[src/rtl/dot_product_sequencer_pkg.sv]
// Shared definitions for the dot-product sequencer: array op codes, FSM states
// and the result-width rule.
package dot_product_sequencer_pkg;

    localparam int unsigned NUM_LANES = 8;
    localparam int unsigned DATA_W    = 8;
    localparam int unsigned RD_LAT    = 2;

    function automatic int unsigned res_width(input int unsigned data_w, input int unsigned lanes);
        return 2 * data_w + $clog2(lanes);
    endfunction

    localparam int unsigned RES_W = res_width(DATA_W, NUM_LANES);

    typedef enum logic [1:0] {
        OP_LOAD_W = 2'b00,
        OP_LOAD_A = 2'b01,
        OP_READ_S = 2'b10,
        OP_NOP    = 2'b11
    } arr_op_e;

    typedef enum logic [2:0] {
        IDLE,
        LOAD_W,
        LOAD_A,
        READ,
        COLLECT,
        OUT
    } state_e;

endpackage

[src/rtl/dot_product_sequencer.sv]
// Loads weights/activations into the compute-in-SRAM array, triggers one READ_S
// and reassembles the serialized result into a single valid/ready word.
module dot_product_sequencer
    import dot_product_sequencer_pkg::*;
(
    input  logic              clk,
    input  logic              rst,
    input  logic              cfg_reuse_w,
    input  logic              s_valid,
    output logic              s_ready,
    input  logic [DATA_W-1:0] s_data,
    output logic [1:0]        arr_op,
    output logic [5:0]        arr_addr,
    output logic [DATA_W-1:0] arr_data,
    input  logic [DATA_W-1:0] arr_res,
    output logic              m_valid,
    input  logic              m_ready,
    output logic [RES_W-1:0]  m_data,
    output logic              busy
);

    localparam int unsigned IDX_W     = $clog2(NUM_LANES);
    localparam int unsigned RES_BYTES = (RES_W + DATA_W - 1) / DATA_W;
    localparam int unsigned CNT_W     = $clog2(RD_LAT + RES_BYTES);

    localparam logic [IDX_W-1:0] LAST_LANE = IDX_W'(NUM_LANES - 1);
    localparam logic [CNT_W-1:0] CAP_FIRST = CNT_W'(RD_LAT);
    localparam logic [CNT_W-1:0] CAP_LAST  = CNT_W'(RD_LAT + RES_BYTES - 1);

    state_e             state_q, state_d;
    logic [IDX_W-1:0]   idx_q, idx_d;
    logic [CNT_W-1:0]   cnt_q, cnt_d;
    logic               w_loaded_q, w_loaded_d;
    arr_op_e            arr_op_q, arr_op_d;
    logic [5:0]         arr_addr_q, arr_addr_d;
    logic [DATA_W-1:0]  arr_data_q, arr_data_d;
    logic [RES_W-1:0]   m_data_q, m_data_d;

    always_comb begin
        state_d    = state_q;
        idx_d      = idx_q;
        cnt_d      = cnt_q;
        w_loaded_d = w_loaded_q;
        arr_op_d   = OP_NOP;
        arr_addr_d = arr_addr_q;
        arr_data_d = arr_data_q;
        m_data_d   = m_data_q;
        s_ready    = 1'b0;
        m_valid    = 1'b0;
        busy       = (state_q != IDLE);

        unique case (state_q)
            IDLE: begin
                if (s_valid) begin
                    idx_d   = '0;
                    state_d = (cfg_reuse_w && w_loaded_q) ? LOAD_A : LOAD_W;
                end
            end
            LOAD_W, LOAD_A: begin
                s_ready = 1'b1;
                if (s_valid) begin
                    arr_op_d   = (state_q == LOAD_W) ? OP_LOAD_W : OP_LOAD_A;
                    arr_addr_d = 6'(idx_q);
                    arr_data_d = s_data;
                    idx_d      = idx_q + 1'b1;
                    if (idx_q == LAST_LANE) begin
                        idx_d = '0;
                        if (state_q == LOAD_W) begin
                            w_loaded_d = 1'b1;
                            state_d    = LOAD_A;
                        end else begin
                            state_d = READ;
                        end
                    end
                end
            end
            READ: begin
                arr_op_d = OP_READ_S;
                cnt_d    = '0;
                state_d  = COLLECT;
            end
            COLLECT: begin
                cnt_d = cnt_q + 1'b1;
                // MSB byte first; its unused upper bits fall off the top of the shift.
                if (cnt_q >= CAP_FIRST) begin
                    m_data_d = {m_data_q[RES_W-DATA_W-1:0], arr_res};
                end
                if (cnt_q == CAP_LAST) begin
                    state_d = OUT;
                end
            end
            OUT: begin
                m_valid = 1'b1;
                if (m_ready) begin
                    state_d = IDLE;
                end
            end
            default: state_d = IDLE;
        endcase
    end

    always_ff @(posedge clk) begin
        if (rst) begin
            state_q    <= IDLE;
            idx_q      <= '0;
            cnt_q      <= '0;
            w_loaded_q <= 1'b0;
            arr_op_q   <= OP_NOP;
            arr_addr_q <= '0;
            arr_data_q <= '0;
            m_data_q   <= '0;
        end else begin
            state_q    <= state_d;
            idx_q      <= idx_d;
            cnt_q      <= cnt_d;
            w_loaded_q <= w_loaded_d;
            arr_op_q   <= arr_op_d;
            arr_addr_q <= arr_addr_d;
            arr_data_q <= arr_data_d;
            m_data_q   <= m_data_d;
        end
    end

    assign arr_op   = arr_op_q;
    assign arr_addr = arr_addr_q;
    assign arr_data = arr_data_q;
    assign m_data   = m_data_q;

endmodule
[config.mk]
export PLATFORM = sky130hd
export DESIGN_NAME = dot_product_sequencer
export DESIGN_NICKNAME = d
export VERILOG_FILES = /design/src/rtl/dot_product_sequencer_pkg.sv /design/src/rtl/dot_product_sequencer.sv
export SDC_FILE = /design/constraint.sdc
export NUM_CORES = 1
export LEC_CHECK = 0
export ABC_CLOCK_PERIOD_IN_PS = 2800
export CAP_MARGIN = 40
export CORE_ASPECT_RATIO = 1.2
export CORE_MARGIN = 3
export CORE_UTILIZATION = 49
export DETAILED_ROUTE_END_ITERATION = 6
export GPL_ROUTABILITY_DRIVEN = 0
export GPL_TIMING_DRIVEN = 0
export PLACE_DENSITY = 0.84
export SLEW_MARGIN = 25
export SYNTH_ARGS = -nofsm -noshare
export SYNTH_HDL_FRONTEND = slang
export SYNTH_SLANG_ARGS = --single-unit
[constraint.sdc]
create_clock -name clk -period 2.8 [get_ports clk]
set_input_delay 0.56 -clock clk [delete_from_list [all_inputs] [get_ports clk]]
set_output_delay 0.56 -clock clk [all_outputs]
set_load 0.02 [all_outputs]
util_map.png
The die is cut into 6 by 7 equal tiles; white is low, dark blue is high, 0 to 100% covered.
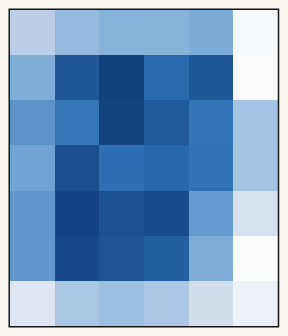
- densest ninth of the die: center
- mean over tiles: 56%
- tiles over 75% full: 36%
- fullest tile: 93%
- emptiest ninth of the die: lower right

m3.png
Scale bar: 20 µm.
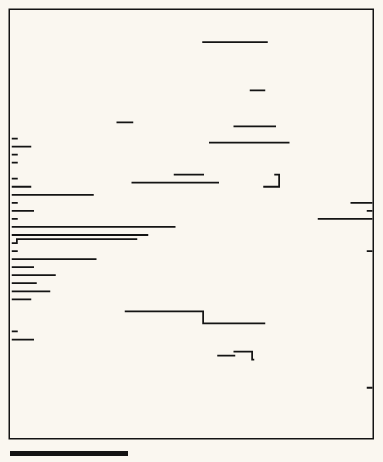
- longest straight run: 27.4 µm
- share of all routed wire: 6.0%
met3 usage: 7.47%
via count: 1592

==> Slide: Implementation Results <==
Physical Implementation Snapshot

Status
  • Outcome: completed

Die
  • Die area: 0.00444 mm²

Logic synthesis
  • Yosys simple share: 19.3%
  • Post-Syn Area per Cell: 8.91 µm²
  • Cell Type Count: 38
  • Share of the synthesized area in the top cell type: 46.7%
  • Synth top area cells: dfxtp_1 47%, nand2_1 10%, mux2i_1 6.7%

STA
  • Slew HR: 59.9%
  • Fin. max-slew vios: 0
  • Clk_skew: 0.00401 ns
  • Tmin final: 2.40 ns
  • Setup TNS: 0 ns
  • Final worst slack: 0.402 ns

Flow run
  • Max Cap Violations: 0

Clock network
  • Clock slew at reported path FFs: 0.08 ns
  • TritonCTS buffer count: 5

Pwr
  • Leakage power: 0.922 nW

Detailed routing
  • Uppermost layer routed: met4
  • DRT iter0 DRCs: 55
  • DRC: 0
  • Wl on met1: 1730 µm
  • Final wirelength: 4150 µm

Worst setup path
  • Req. time, crit path: 2.24 ns
  • CP max-delay cell: clkdlybuf4s50_1
  • CP delay by family, top: buffers and inverters

Final layout
  • Fin cells: 304
  • Diode count: 0
  • Layout cell share with drive strength beyond 1: 12.0%

Placed design
  • Placed standard-cell area: 0.00240 mm²

GRT
  • GR Overflow Total: 0
  • Initial antenna violation count: 0
class_map.png
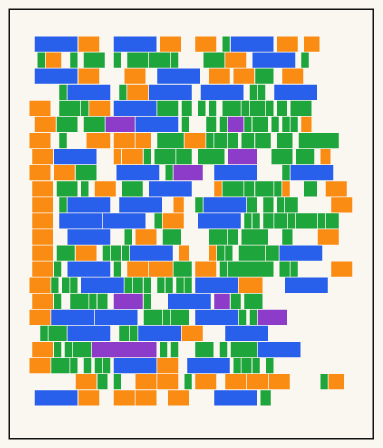
- green: remaining logic cells (cells 147)
- orange: remaining buffers and delay cells (cells 70)
- purple: clock drivers and dummy loads (cells 8)
- blue: sequential cells (cells 42)

placed.png
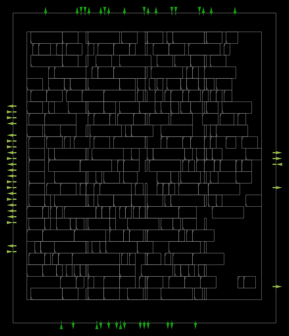
row count: 23
flop share of the area: 33.4%

-- registers in the layout, indices dropped and copies added (netlist names) --
register / flops
state_q: 3
arr_data: 8
arr_op: 2
idx_q: 3
arr_addr: 3
cnt_q: 3
m_data: 19
w_loaded_q: 1
-- final timing paths --
kind                   start    endpoint  slack, ns  cells past startpoint
setup / recovery  state_q[2]        busy       0.40                      3
hold reg to reg   m_data[14]  m_data[14]       0.46                      2
setup reg to reg    cnt_q[0]   m_data[6]       1.04                      6
hold / removal    m_data[14]  m_data[14]       0.46                      2
-- final cells by class --
cell class / instances / area, µm²
clock inverters: 3 / 45.0
repair buffers: 55 / 551
clock buffers: 5 / 68.8
plain buffers: 15 / 98.8
multi-input cells: 142 / 850
fillers: 255 / 906
well taps: 37 / 46.3
flip-flops and latches: 42 / 841
inverters: 5 / 18.8
Power is estimated from default activity; no workload was simulated.
